--- config.mk ---
export PLATFORM = sky130hd
export DESIGN_NAME = mano_seq_timer_flat
export DESIGN_NICKNAME = d
export VERILOG_FILES = /design/src/rtl/mano_seq_timer_if.sv /design/src/rtl/mano_seq_timer.sv /design/src/flat_wrapper.sv
export SDC_FILE = /design/constraint.sdc
export NUM_CORES = 1
export LEC_CHECK = 0
export CORE_ASPECT_RATIO = 1.2
export CORE_UTILIZATION = 30
export CTS_BUF_LIST = sky130_fd_sc_hd__clkbuf_4 sky130_fd_sc_hd__clkbuf_8
export CTS_CLUSTER_DIAMETER = 60
export DETAILED_ROUTE_END_ITERATION = 10
export GPL_ROUTABILITY_DRIVEN = 0
export GPL_TIMING_DRIVEN = 0
export SLEW_MARGIN = 10
export SYNTH_ARGS = -nofsm -noshare
export SYNTH_HDL_FRONTEND = slang
export SYNTH_SLANG_ARGS = --single-unit
--- constraint.sdc ---
create_clock -name CLK -period 1.6 [get_ports CLK]
set_input_delay 0.48 -clock CLK [delete_from_list [all_inputs] [get_ports CLK]]
set_output_delay 0.48 -clock CLK [all_outputs]
set_load 0.01 [all_outputs]
--- src/rtl/mano_seq_timer_if.sv ---
// Control/status bundle between the sequence timer and the control stages.
// Control side drives START/HALT/SC_CLR and the IR fields; the timer drives T, D, I, RUN, SC.
// Macro MANO_SC_OVF_EN adds the sticky SC_OVF flag to the bundle.
interface mano_seq_timer_if #(
    parameter int T_WIDTH = 8,
    parameter int SC_BITS = 3
);
    logic               START;
    logic               HALT;
    logic               SC_CLR;
    logic [2:0]         IR_OP;
    logic               IR_I;
    logic [T_WIDTH-1:0] T;
    logic [7:0]         D;
    logic               I;
    logic               RUN;
    logic [SC_BITS-1:0] SC;
`ifdef MANO_SC_OVF_EN
    logic               SC_OVF;

    modport master (output START, HALT, SC_CLR, IR_OP, IR_I,
                    input  T, D, I, RUN, SC, SC_OVF);
    modport slave  (input  START, HALT, SC_CLR, IR_OP, IR_I,
                    output T, D, I, RUN, SC, SC_OVF);
`else
    modport master (output START, HALT, SC_CLR, IR_OP, IR_I,
                    input  T, D, I, RUN, SC);
    modport slave  (input  START, HALT, SC_CLR, IR_OP, IR_I,
                    output T, D, I, RUN, SC);
`endif
endinterface

--- src/rtl/mano_seq_timer.sv ---
// Sequence counter, one-hot timing bus and registered opcode decode of the basic computer.
// Latency: START/SC_CLR edge to T[0] one cycle; IR_OP sampled in T2 appears on D one cycle later.
// No backpressure: control inputs act on every rising CLK edge.
//
// Ports: CLK (rising edge), RST (async, active-high), bus (mano_seq_timer_if.slave):
//   in  START, HALT, SC_CLR, IR_OP[2:0], IR_I
//   out T[T_WIDTH-1:0], D[7:0], I, RUN, SC[SC_BITS-1:0], SC_OVF (only with MANO_SC_OVF_EN)
// Optional macro MANO_SC_OVF_EN: sticky flag for a counter wrap that was not ended by SC_CLR.
// SC_BITS must be wide enough that 2**SC_BITS >= T_WIDTH.
module mano_seq_timer #(
    parameter int T_WIDTH = 8,
    parameter int SC_BITS = 3
) (
    input  logic              CLK,
    input  logic              RST,
    mano_seq_timer_if.slave   bus
);

    typedef enum logic {
        ST_HALTED = 1'b0,
        ST_RUN    = 1'b1
    } state_t;

    localparam logic [SC_BITS-1:0] SC_LAST = SC_BITS'(T_WIDTH - 1);
    localparam logic [SC_BITS-1:0] SC_T2   = SC_BITS'(2);

    state_t             state, state_nxt;
    logic [SC_BITS-1:0] sc, sc_nxt;
    logic [7:0]         dec_q;
    logic               ind_q;
    logic               capture;
    logic               wrap_unended;

    // Run state and counter: HALT beats START, START beats normal counting.
    always_ff @(posedge CLK or posedge RST) begin
        if (RST) begin
            state <= ST_HALTED;
            sc    <= '0;
        end else begin
            state <= state_nxt;
            sc    <= sc_nxt;
        end
    end

    always_comb begin
        state_nxt    = state;
        sc_nxt       = sc;
        capture      = 1'b0;
        wrap_unended = 1'b0;

        if (bus.HALT) begin
            state_nxt = ST_HALTED;
            sc_nxt    = '0;
        end else if (bus.START) begin
            state_nxt = ST_RUN;
            sc_nxt    = '0;
        end else if (state == ST_RUN) begin
            if (bus.SC_CLR) begin
                sc_nxt = '0;
            end else if (sc == SC_LAST) begin
                sc_nxt       = '0;
                wrap_unended = 1'b1;
            end else begin
                sc_nxt = sc + SC_BITS'(1);
            end
        end

        // T2 capture is independent of SC_CLR/START; only a HALT in that cycle blocks it.
        if ((state == ST_RUN) && (sc == SC_T2) && !bus.HALT) begin
            capture = 1'b1;
        end
    end

    // Decode latch: D/I hold their last values until the next T2 capture.
    always_ff @(posedge CLK or posedge RST) begin
        if (RST) begin
            dec_q <= '0;
            ind_q <= 1'b0;
        end else if (capture) begin
            dec_q <= 8'(1) << bus.IR_OP;
            ind_q <= bus.IR_I;
        end
    end

`ifdef MANO_SC_OVF_EN
    logic ovf_q;

    // Sticky until RST or START; a START in the same cycle as a wrap wins.
    always_ff @(posedge CLK or posedge RST) begin
        if (RST) begin
            ovf_q <= 1'b0;
        end else if (bus.START) begin
            ovf_q <= 1'b0;
        end else if (wrap_unended) begin
            ovf_q <= 1'b1;
        end
    end

    assign bus.SC_OVF = ovf_q;
`else
    // Wrap-around is silent in this build.
    logic unused_wrap;
    assign unused_wrap = wrap_unended;
`endif

    assign bus.RUN = (state == ST_RUN);
    assign bus.SC  = sc;
    assign bus.D   = dec_q;
    assign bus.I   = ind_q;
    assign bus.T   = (state == ST_RUN) ? (T_WIDTH'(1) << sc) : '0;

endmodule

--- src/flat_wrapper.sv ---
// flat-port wrapper written by rule: the top's interface ports become plain ports
module mano_seq_timer_flat 
#(
    parameter int T_WIDTH = 8,
    parameter int SC_BITS = 3
)
  (CLK, RST, bus_START, bus_HALT, bus_SC_CLR, bus_IR_OP, bus_IR_I, bus_T, bus_D, bus_I, bus_RUN, bus_SC);
  mano_seq_timer_if #(.T_WIDTH(T_WIDTH), .SC_BITS(SC_BITS)) bus_i ();
  input  logic CLK;
  input  logic RST;
  input wire logic [$bits(bus_i.START)-1:0] bus_START;
  input wire logic [$bits(bus_i.HALT)-1:0] bus_HALT;
  input wire logic [$bits(bus_i.SC_CLR)-1:0] bus_SC_CLR;
  input wire logic [$bits(bus_i.IR_OP)-1:0] bus_IR_OP;
  input wire logic [$bits(bus_i.IR_I)-1:0] bus_IR_I;
  output wire logic [$bits(bus_i.T)-1:0] bus_T;
  output wire logic [$bits(bus_i.D)-1:0] bus_D;
  output wire logic [$bits(bus_i.I)-1:0] bus_I;
  output wire logic [$bits(bus_i.RUN)-1:0] bus_RUN;
  output wire logic [$bits(bus_i.SC)-1:0] bus_SC;
  assign bus_i.START = bus_START;
  assign bus_i.HALT = bus_HALT;
  assign bus_i.SC_CLR = bus_SC_CLR;
  assign bus_i.IR_OP = bus_IR_OP;
  assign bus_i.IR_I = bus_IR_I;
  assign bus_T = bus_i.T;
  assign bus_D = bus_i.D;
  assign bus_I = bus_i.I;
  assign bus_RUN = bus_i.RUN;
  assign bus_SC = bus_i.SC;
  mano_seq_timer #(.T_WIDTH(T_WIDTH), .SC_BITS(SC_BITS)) u_core (.CLK(CLK), .RST(RST), .bus(bus_i));
endmodule
==> results.sh, run 1 <==
# source this file to load flow results
export IMPL_violations="setup timing"
export IMPL_diodes=0
export IMPL_worst_setup_path_end_kind="output port"
export IMPL_timing_fmax_ghz=0.552
export IMPL_leakage_nw=0.638
export IMPL_setup_violations=14
export IMPL_fin_crit_ns=1.81
export IMPL_place_hpwl_um=1210
export IMPL_grt_max_degree=14
export IMPL_clock_power_share_pct=33.4
export IMPL_postCtsHoldBufs=0
export IMPL_clkSlewWorstSetupHoldPaths_ns=0.07
export IMPL_die_area_um2=2700
export IMPL_dieWidth_um=47.6
export IMPL_cts_root_buf="clkbuf_4"
export IMPL_path_cells="ha_4 > ha_4 > and2_4 > buf_6"
export IMPL_regArea_um2=330
export IMPL_ys_seq_share_pct=43.4
export IMPL_top_cells_by_count="dfrtp_1 (13), mux2_2 (9), ha_1 (6)"
export IMPL_antenna_left=0
export IMPL_powerDensity_nw_per_um2=479
export IMPL_area_growth_syn_to_layout_pct=79.0
export IMPL_synth_flops=13
export IMPL_cp_required_ns=1.12
export IMPL_peakVddDrop_v=0.000271
export IMPL_largest_area_cell="dfrtp_1"
export IMPL_grt_pass1_wl_um=3120
export IMPL_rsz0062_at_grt="yes"
export IMPL_ios=30
export IMPL_hold_slack_ns=0.507
export IMPL_status="complete, but fails checks"
export IMPL_r2r_cells=5
export IMPL_cts_htree_levels=1
export IMPL_clkLatencyLatePin_ns=0.27
export IMPL_io_buffer_count=29
export IMPL_sw_frac_of_total_pct=22.6
export IMPL_cp_num_cells=4
export IMPL_cp_max_fo=4
export IMPL_worstMarginPinSlew_ns=0.497
export IMPL_fp_util_pct=32.2
export IMPL_edf_count=0
export IMPL_setup_slack_ns=-0.211
export IMPL_avgSynthCellArea_um2=11.9
export IMPL_ys_chip_area_um2=749
export IMPL_numCtsBuffers=3
export IMPL_hp_class="flip-flop to flip-flop"
export IMPL_power_switching_mw=0.145
export IMPL_top_cell="dfrtp_1"
## run 1: sequential cells by signal, summed over array words and instances (netlist names)
| signal | flops |
|---|---|
| u_core.bus.SC | 3 |
| u_core.bus.I | 1 |
| u_core.bus.D | 8 |
| u_core.bus.RUN | 1 |
## run 1: power groups by stage
stage	clock network, mW	registers (mW)	logic (mW)
6_report	0.215	0.338	0.0892
3_3_place_gp	0	0.345	0.0769
3_5_place_dp	0	0.345	0.0779
5_1_grt	0.236	0.339	0.0971
2_1_floorplan	0	0.346	0.0290
4_1_cts	0.222	0.338	0.0902
## run 1: what timing repair did
action	CTS	global route
setup endpoints to repair	32	20
cloned	1	0
resized	97	6
pin swaps	8	4
buffers inserted	9	0
## run 1: logic make-up (layout without fill, tap and decap cells)
kind of cell             count (synthesis)  count (layout)  share of synthesized area [%]
adder cells (fa/ha/maj)                  6               6                           10.0
multiplexers                             9               9                           13.5
flip-flops                              13              13                           43.4
AND-OR/OR-AND                            3               3                           2.00
AND/OR/NAND/NOR                         26              26                           27.0
buffers and inverters                    6              49                           4.01
## run 1: final cells by class
type	count	share of cell area (%)
inverters	4	1.49
flip-flops and latches	13	24.6
well taps	31	2.89
repair buffers	39	27.7
multi-input cells	44	39.8
clock buffers	4	2.24
plain buffers	2	1.21
## run 1: layer usage
layer	global-route usage (%)	routed length, µm	up-vias
met4	5.95	6	0
met1	20.8	823	313
li1	-	-	308
met5	0	0	-
met3	2.25	123	2
met2	26.4	966	25
## run 1: layout by cell type, fill, tap and decap left out, types with 3 or more instances in the layout
cell / Yosys / routed
and3_4: 0 / 6
dlygate4sd2_1: 0 / 12
and3b_1: 3 / 3
a21oi_1: 3 / 3
clkdlybuf4s50_1: 0 / 7
ha_4: 0 / 6
nor3b_1: 3 / 3
mux2_4: 0 / 9
buf_4: 0 / 6
clkbuf_4: 0 / 4
buf_6: 1 / 14
dfrtp_1: 13 / 9
dfrtp_2: 0 / 4
## run 1: worst paths after layout
| path | from | to | slack [ns] |
|---|---|---|---|
| max in group asynchronous | RST | u_core.bus.SC[0] | 0.71 |
| max reg2reg | u_core.bus.SC[0] | u_core.bus.SC[0] | -0.03 |
| max | u_core.bus.SC[0] | bus_T[3] | -0.21 |
| min | u_core.bus.D[5] | u_core.bus.D[5] | 0.51 |
| min in group asynchronous | RST | u_core.bus.D[1] | 0.53 |
| min reg2reg | u_core.bus.D[5] | u_core.bus.D[5] | 0.51 |
**Run 1: routing congestion map**

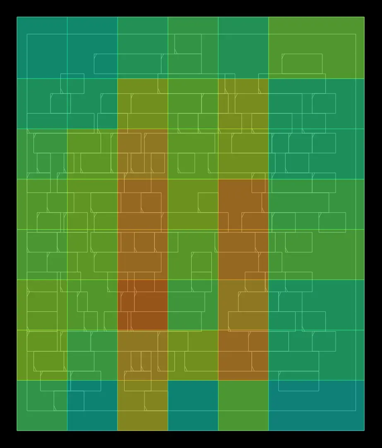
GR Util met2: 26.4%
Core Util, Final: 57.6%
wire length per cell: 14.0 µm
gr busiest metal: met2
Total GRT Usage: 16.1%

**Run 1: routed metal per tile**

10 x 11 tiles, from white (low) to dark blue (high), scaled to the fullest tile. Values are wire area over tile area, all layers added.
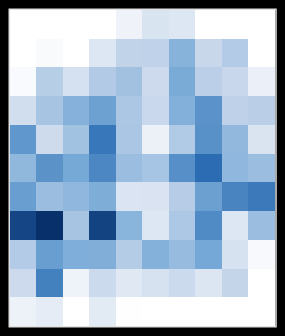
emptiest ninth of the die	north-west
fullest tile	0.37
mean over tiles	0.11
tiles over half the peak	19%
DRT Wirelength: 1920 µm
Via Count: 648

**Run 1: wiring by layer**

Scale bar: 10 µm. Only two layers are drawn.
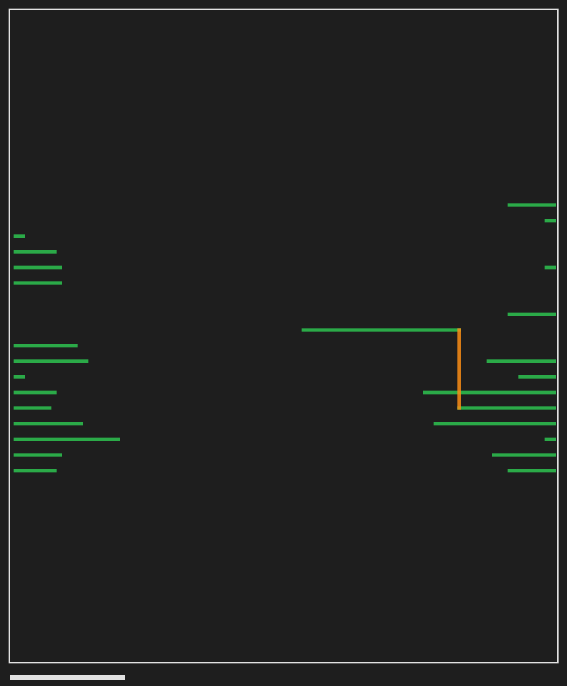
layer	color	wire length
M3	green	124 µm
M4	orange	6.80 µm

**Run 1: layout detail**

Scale bar: 5 µm. Window x 26 to 46, y 33 to 53 µm. Cells in gray, sequential cells in the stronger gray; small squares are vias.
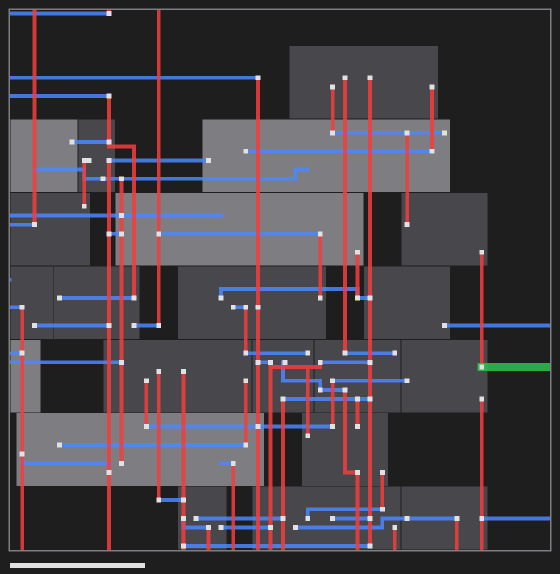
layer	color
M3	green
M2	red
M1	blue
sequential cells in the window	3
netlist names of flops here include	u_core.bus.D (3)
cells with their middle in the window	19
most frequent	dlygate4sd2_1 (5), mux2_4 (4), dfrtp_1 (3)

**Run 1: metal 1**

Scale bar: 10 µm. Cells faint in the background.
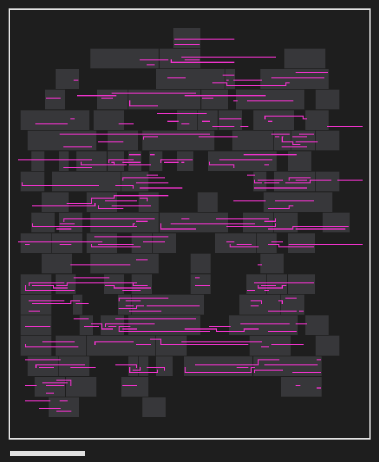

==> run 1 -> run 2 <==
PLACE_DENSITY = 0.71   (was not set)
**Run 2: metal 1**

Scale bar: 10 µm. Cells faint in the background.
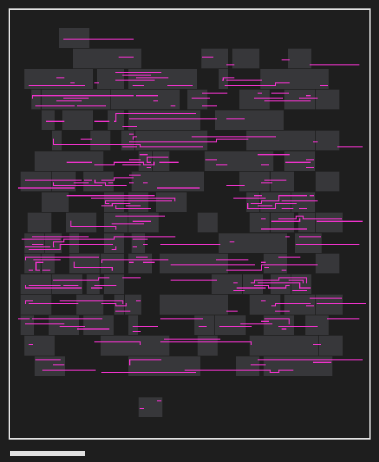
wire length on this layer	807 µm
share of all routed wire	43%
longest straight run	13.8 µm
main direction	horizontal
met1 Usage GRT: 18.2%
DRT Wirelength: 1890 µm

**Run 2: routed metal per tile**

10 x 11 tiles, from white (low) to dark blue (high), scaled to the fullest tile. Values are wire area over tile area, all layers added.
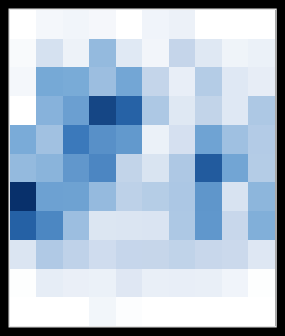
tiles over half the peak	18%
densest ninth of the die	west
nearly empty tiles	16%
mean over tiles	0.11
fullest tile	0.41

**Run 2: wiring by layer**

Scale bar: 10 µm. Only two layers are drawn.
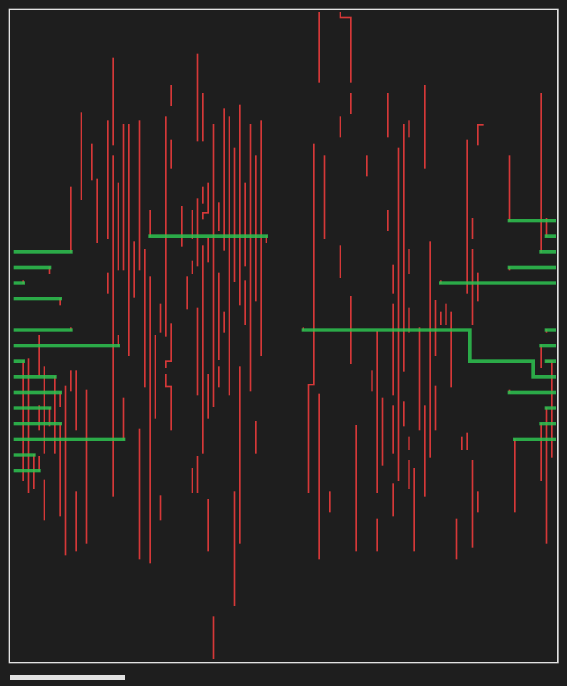
layer	color	wire length
M3	green	122 µm
M2	red	965 µm
Total GRT Usage: 15.2%
wire length per cell: 13.9 µm
Via Count: 640

==> run 2 against run 1 <==
Effect of this change:
- the run still ends with setup timing left
- final cell count fell by 0.73%
- non-clock buffer count fell by 1
- via count down 1.2%
- register-to-register slack worse by 0.11 ns
- fmax is 1.1% lower
- synthesized area stayed put
- total power fell by 0.62%
- combinational power decreased by 4.7%
- utilization down 3.1 points
- die size unchanged
- routed wire length down 1.4%
- critical path type unchanged
- highest routed layer is now met3
==> results.sh, run 2 <==
# source this file to load flow results
export IMPL_io_buffer_count=29
export IMPL_grt_pass1_wl_um=2900
export IMPL_p_total_mw=0.638
export IMPL_status="complete, but fails checks"
export IMPL_fp_util_pct=32.2
export IMPL_path_cells="ha_4 > ha_4 > and2_4 > buf_6"
export IMPL_aoi_share_pct=2.00
export IMPL_cts_htree_levels=1
export IMPL_cp_max_fo=4
export IMPL_rsz0062_at_grt="yes"
export IMPL_top_logic_kind="simple AND/OR/NAND/NOR gates"
export IMPL_numCtsBuffers=3
export IMPL_most_common_layout_cells="buf_6 (12), dlygate4sd2_1 (12), mux2_2 (9), dfrtp_1 (9), clkdlybuf4s50_1 (7)"
export IMPL_place_hpwl_um=1240
export IMPL_timing_fmax_ghz=0.546
export IMPL_synth_adder_area_share_pct=10.0
export IMPL_ys_seq_share_pct=43.4
export IMPL_top_cell="dfrtp_1"
export IMPL_post_route_util_pct=54.5
export IMPL_synth_flops=13
export IMPL_hp_class="flip-flop to flip-flop"
export IMPL_powerDensity_nw_per_um2=503
export IMPL_top_cells_by_count="dfrtp_1 (13), mux2_2 (9), ha_1 (6)"
export IMPL_diodes=0
export IMPL_ys_chip_area_um2=749
export IMPL_hold_slack_ns=0.502
export IMPL_clkSlewWorstSetupHoldPaths_ns=0.08
export IMPL_worst_setup_path_end_kind="output port"
export IMPL_antenna_left=0
export IMPL_die_area_um2=2700
export IMPL_area_growth_syn_to_layout_pct=69.3
export IMPL_violations="setup timing"
export IMPL_setup_slack_ns=-0.231
export IMPL_worstMarginPinSlew_ns=0.488
export IMPL_ios=30
export IMPL_simple_gate_area_share_pct=27.0
export IMPL_leakage_nw=0.623
export IMPL_largest_area_cell="dfrtp_1"
export IMPL_peakVddDrop_v=0.000253
export IMPL_cp_required_ns=1.12
export IMPL_grt_max_degree=14
export IMPL_cts_root_buf="clkbuf_4"
export IMPL_fin_crit_ns=1.83
export IMPL_setup_violations=17
export IMPL_clkLatencyLatePin_ns=0.27
## run 2: path summary, 6_finish.rpt
| check | from | to | depth (start not counted) | slack, ns |
|---|---|---|---|---|
| worst max register to register | u_core.bus.SC[0] | u_core.bus.SC[0] | 6 | -0.14 |
| min in group asynchronous | RST | u_core.bus.D[3] | 2 | 0.53 |
| worst min register to register | u_core.bus.D[0] | u_core.bus.D[0] | 1 | 0.50 |
| worst max-delay path | u_core.bus.SC[0] | bus_T[7] | 4 | -0.23 |
| max in group asynchronous | RST | u_core.bus.RUN | 2 | 0.71 |
| worst min-delay path | u_core.bus.D[0] | u_core.bus.D[0] | 1 | 0.50 |
## run 2: cells by family after synthesis
group | Yosys count
AOI/OAI and AO/OA | 3
adders and majority gates | 6
and+or+nand+nor | 26
DFF | 13
buffers and inverters | 6
muxes | 9
## run 2: layout make-up
class | instances | area (µm²) | area share [%]
Inverter | 4 | 15.0 | 1.18
Tap cell | 31 | 38.8 | 3.06
Timing Repair Buffer | 38 | 352 | 27.7
Multi-Input combinational cell | 44 | 487 | 38.4
Buffer | 2 | 16.3 | 1.28
Clock buffer | 4 | 30.0 | 2.37
Sequential cell | 13 | 330 | 26.0
## run 2: layer usage
| layer | wire [µm] | up-vias | global-route usage, % |
|---|---|---|---|
| li1 | - | 304 | - |
| met1 | 807 | 307 | 18.2 |
| met2 | 964 | 29 | 25.6 |
| met3 | 121 | 0 | 2.57 |
| met4 | 0 | 0 | 5.95 |
| met5 | 0 | - | 0 |
## run 2: worst max-delay path, delay by kind of cell, from the launching register on
family / cells / cell delay (ns)
adder cells (fa/ha/maj): 2 / 0.36
buffers and inverters: 1 / 0.11
flip-flops: 1 / 0.46
AND/OR/NAND/NOR: 1 / 0.15
## run 2: timing repair
action,4_1_cts,5_1_grt
buffers inserted,7,1
resized,85,2
endpoints found under the setup margin,32,20
pin swaps,11,4
cloned,1,0
## run 2: where the power goes
group	leakage, nW	total, mW	internal [mW]	switching, mW
clock	0.0184	0.215	0.113	0.101
sequential	0.174	0.338	0.333	0.00487
combinational	0.431	0.0850	0.0462	0.0388
total	0.623	0.638	0.493	0.145
**Run 2: routing congestion map**

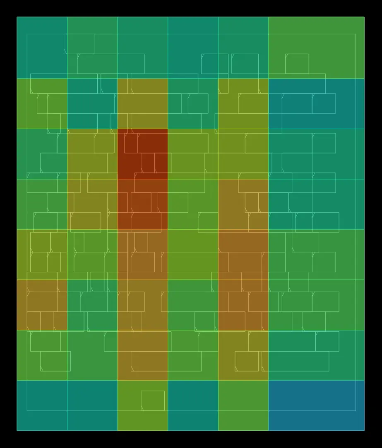

==> run 2 -> run 3 <==
TNS_END_PERCENT = 5   (was not set)
**Run 3: routing congestion map**

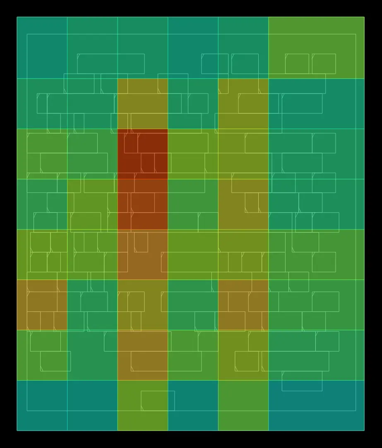
met1 Usage GRT: 17.0%
wire length per cell: 13.7 µm
GR Util met2: 23.7%
GR Layer Usage met3: 2.57%

**Run 3: layout detail**

Scale bar: 5 µm. Window x 26 to 46, y 33 to 53 µm. Cells in gray, sequential cells in the stronger gray; small squares are vias.
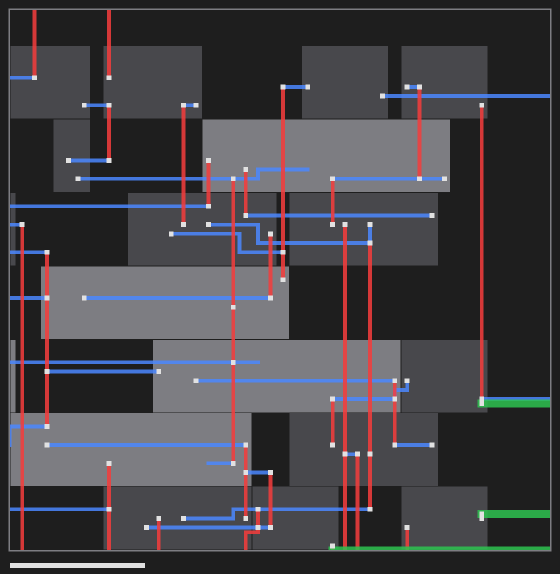
layer	color
M1	blue
M3	green
M2	red
sequential cells in the window	4
most frequent	dlygate4sd2_1 (5), mux2_4 (4), dfrtp_1 (4)
cells with their middle in the window	16
netlist names of flops here include	u_core.bus.D (3), u_core.bus.I (1)

**Run 3: wiring by layer**

Scale bar: 10 µm. Only two layers are drawn.
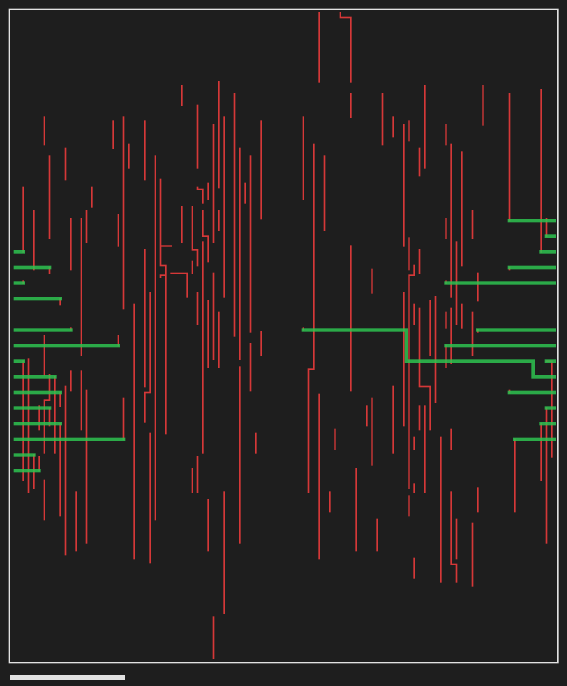
layer	color	wire length
M3	green	121 µm
M2	red	875 µm
Total GRT Usage: 14.2%
DRT Wirelength: 1810 µm
Via Count: 629

==> run 3 against run 2 <==
Effect of this change:
- the flow still finishes with violations (setup timing)
- synthesized area did not move
- sequential power about the same
- first-iteration DRC count grew 67%
- critical path type unchanged
- largest cell class unchanged
- highest routed layer unchanged
==> results.sh, run 3 <==
# source this file to load flow results
export IMPL_top_cells_by_count="dfrtp_1 (13), mux2_2 (9), ha_1 (6)"
export IMPL_fp_util_pct=32.2
export IMPL_leakage_nw=0.615
export IMPL_rsz0062_at_grt="yes"
export IMPL_synth_xor_area_share_pct=0
export IMPL_grt_max_degree=14
export IMPL_timing_fmax_ghz=0.548
export IMPL_status="complete, but fails checks"
export IMPL_simple_gate_area_share_pct=27.0
export IMPL_clkLatencyLatePin_ns=0.27
export IMPL_cts_root_buf="clkbuf_4"
export IMPL_mux_share_pct=13.5
export IMPL_setup_violations=9
export IMPL_synth_adder_area_share_pct=10.0
export IMPL_setup_slack_ns=-0.226
export IMPL_io_buffer_count=29
export IMPL_cp_required_ns=1.12
export IMPL_top_logic_kind="simple AND/OR/NAND/NOR gates"
export IMPL_hp_start="bus_HALT"
export IMPL_area_growth_syn_to_layout_pct=68.4
export IMPL_violations="setup timing"
export IMPL_postCtsHoldBufs=0
export IMPL_place_hpwl_um=1240
export IMPL_ys_seq_share_pct=43.4
export IMPL_most_common_layout_cells="buf_6 (12), dlygate4sd2_1 (11), dfrtp_1 (9)"
export IMPL_die_area_um2=2700
export IMPL_edf_count=0
export IMPL_top_cell="dfrtp_1"
export IMPL_diodes=0
export IMPL_largest_reg_flops=8
export IMPL_hp_class="primary input to flip-flop"
export IMPL_numCtsBuffers=3
export IMPL_clkSlewWorstSetupHoldPaths_ns=0.08
[run 3: per-stage QoR]
stage | utilization, % | instances | setup WS (ns) | setup TNS [ns] | power, mW
global route | 54.2 | 132 | -0.271 | -2.03 | 0.665
global placement | 46.3 | 123 | -0.382 | -5.50 | 0.421
detailed placement | 46.3 | 123 | -0.393 | -6.08 | 0.423
floorplan | - | 63 | 0.0146 | 0 | 0.375
CTS | 52.4 | 132 | -0.226 | -1.87 | 0.643
finish | 54.2 | 132 | -0.226 | -1.55 | 0.633
[run 3: where the power goes]
part           leakage, nW  internal [mW]  total, mW  switching [mW]
sequential           0.174          0.333      0.339         0.00601
clock               0.0184          0.113      0.214           0.100
combinational        0.423         0.0443     0.0805          0.0362
total                0.615          0.491      0.633           0.142
[run 3: worst max-delay path by stage]
stage / depth (start not counted) / slack (ns) / to
2_1_floorplan: 5 / 0.01 / u_core.bus.I
3_3_place_gp: 4 / -0.38 / bus_T[7]
3_5_place_dp: 3 / -0.39 / bus_T[6]
4_1_cts: 4 / -0.23 / bus_T[7]
5_1_grt: 4 / -0.27 / bus_T[7]
6_report: 4 / -0.23 / bus_T[7]
[run 3: timing repair]
action                                  in CTS  in global routing
pin swaps                                    7                  4
endpoints found under the setup margin      32                 20
resized                                     80                 13
buffers inserted                             5                  0
[run 3: area by class of cell]
type,count,area (µm²)
multi-input cells,44,507
inverters,4,15.0
clock buffers,4,30.0
flip-flops and latches,13,330
well taps,31,38.8
fillers,227,1070
plain buffers,2,16.3
repair buffers,34,325
[run 3: worst max-delay path, delay by kind of cell, from the launching register on]
kind                       cells  cell delay, ns
DFF                            1            0.46
adders and majority gates      2            0.36
and+or+nand+nor                1            0.15
buffers and inverters          1            0.11
[run 3: cell families after synthesis]
logic type,after synthesis
adder cells (fa/ha/maj),6
AND/OR/NAND/NOR,26
AND-OR/OR-AND,3
multiplexers,9
buffers and inverters,6
flip-flops,13
[run 3: routing by layer]
metal | up-vias | track usage (%) | part of all wire, %
met4 | 0 | 5.95 | 0
met3 | 0 | 2.57 | 6.7
li1 | 297 | - | -
met1 | 305 | 17.0 | 45
met5 | - | 0 | 0
met2 | 27 | 23.7 | 48
Power figures rest on the tool's default switching activity, not on a simulated workload.
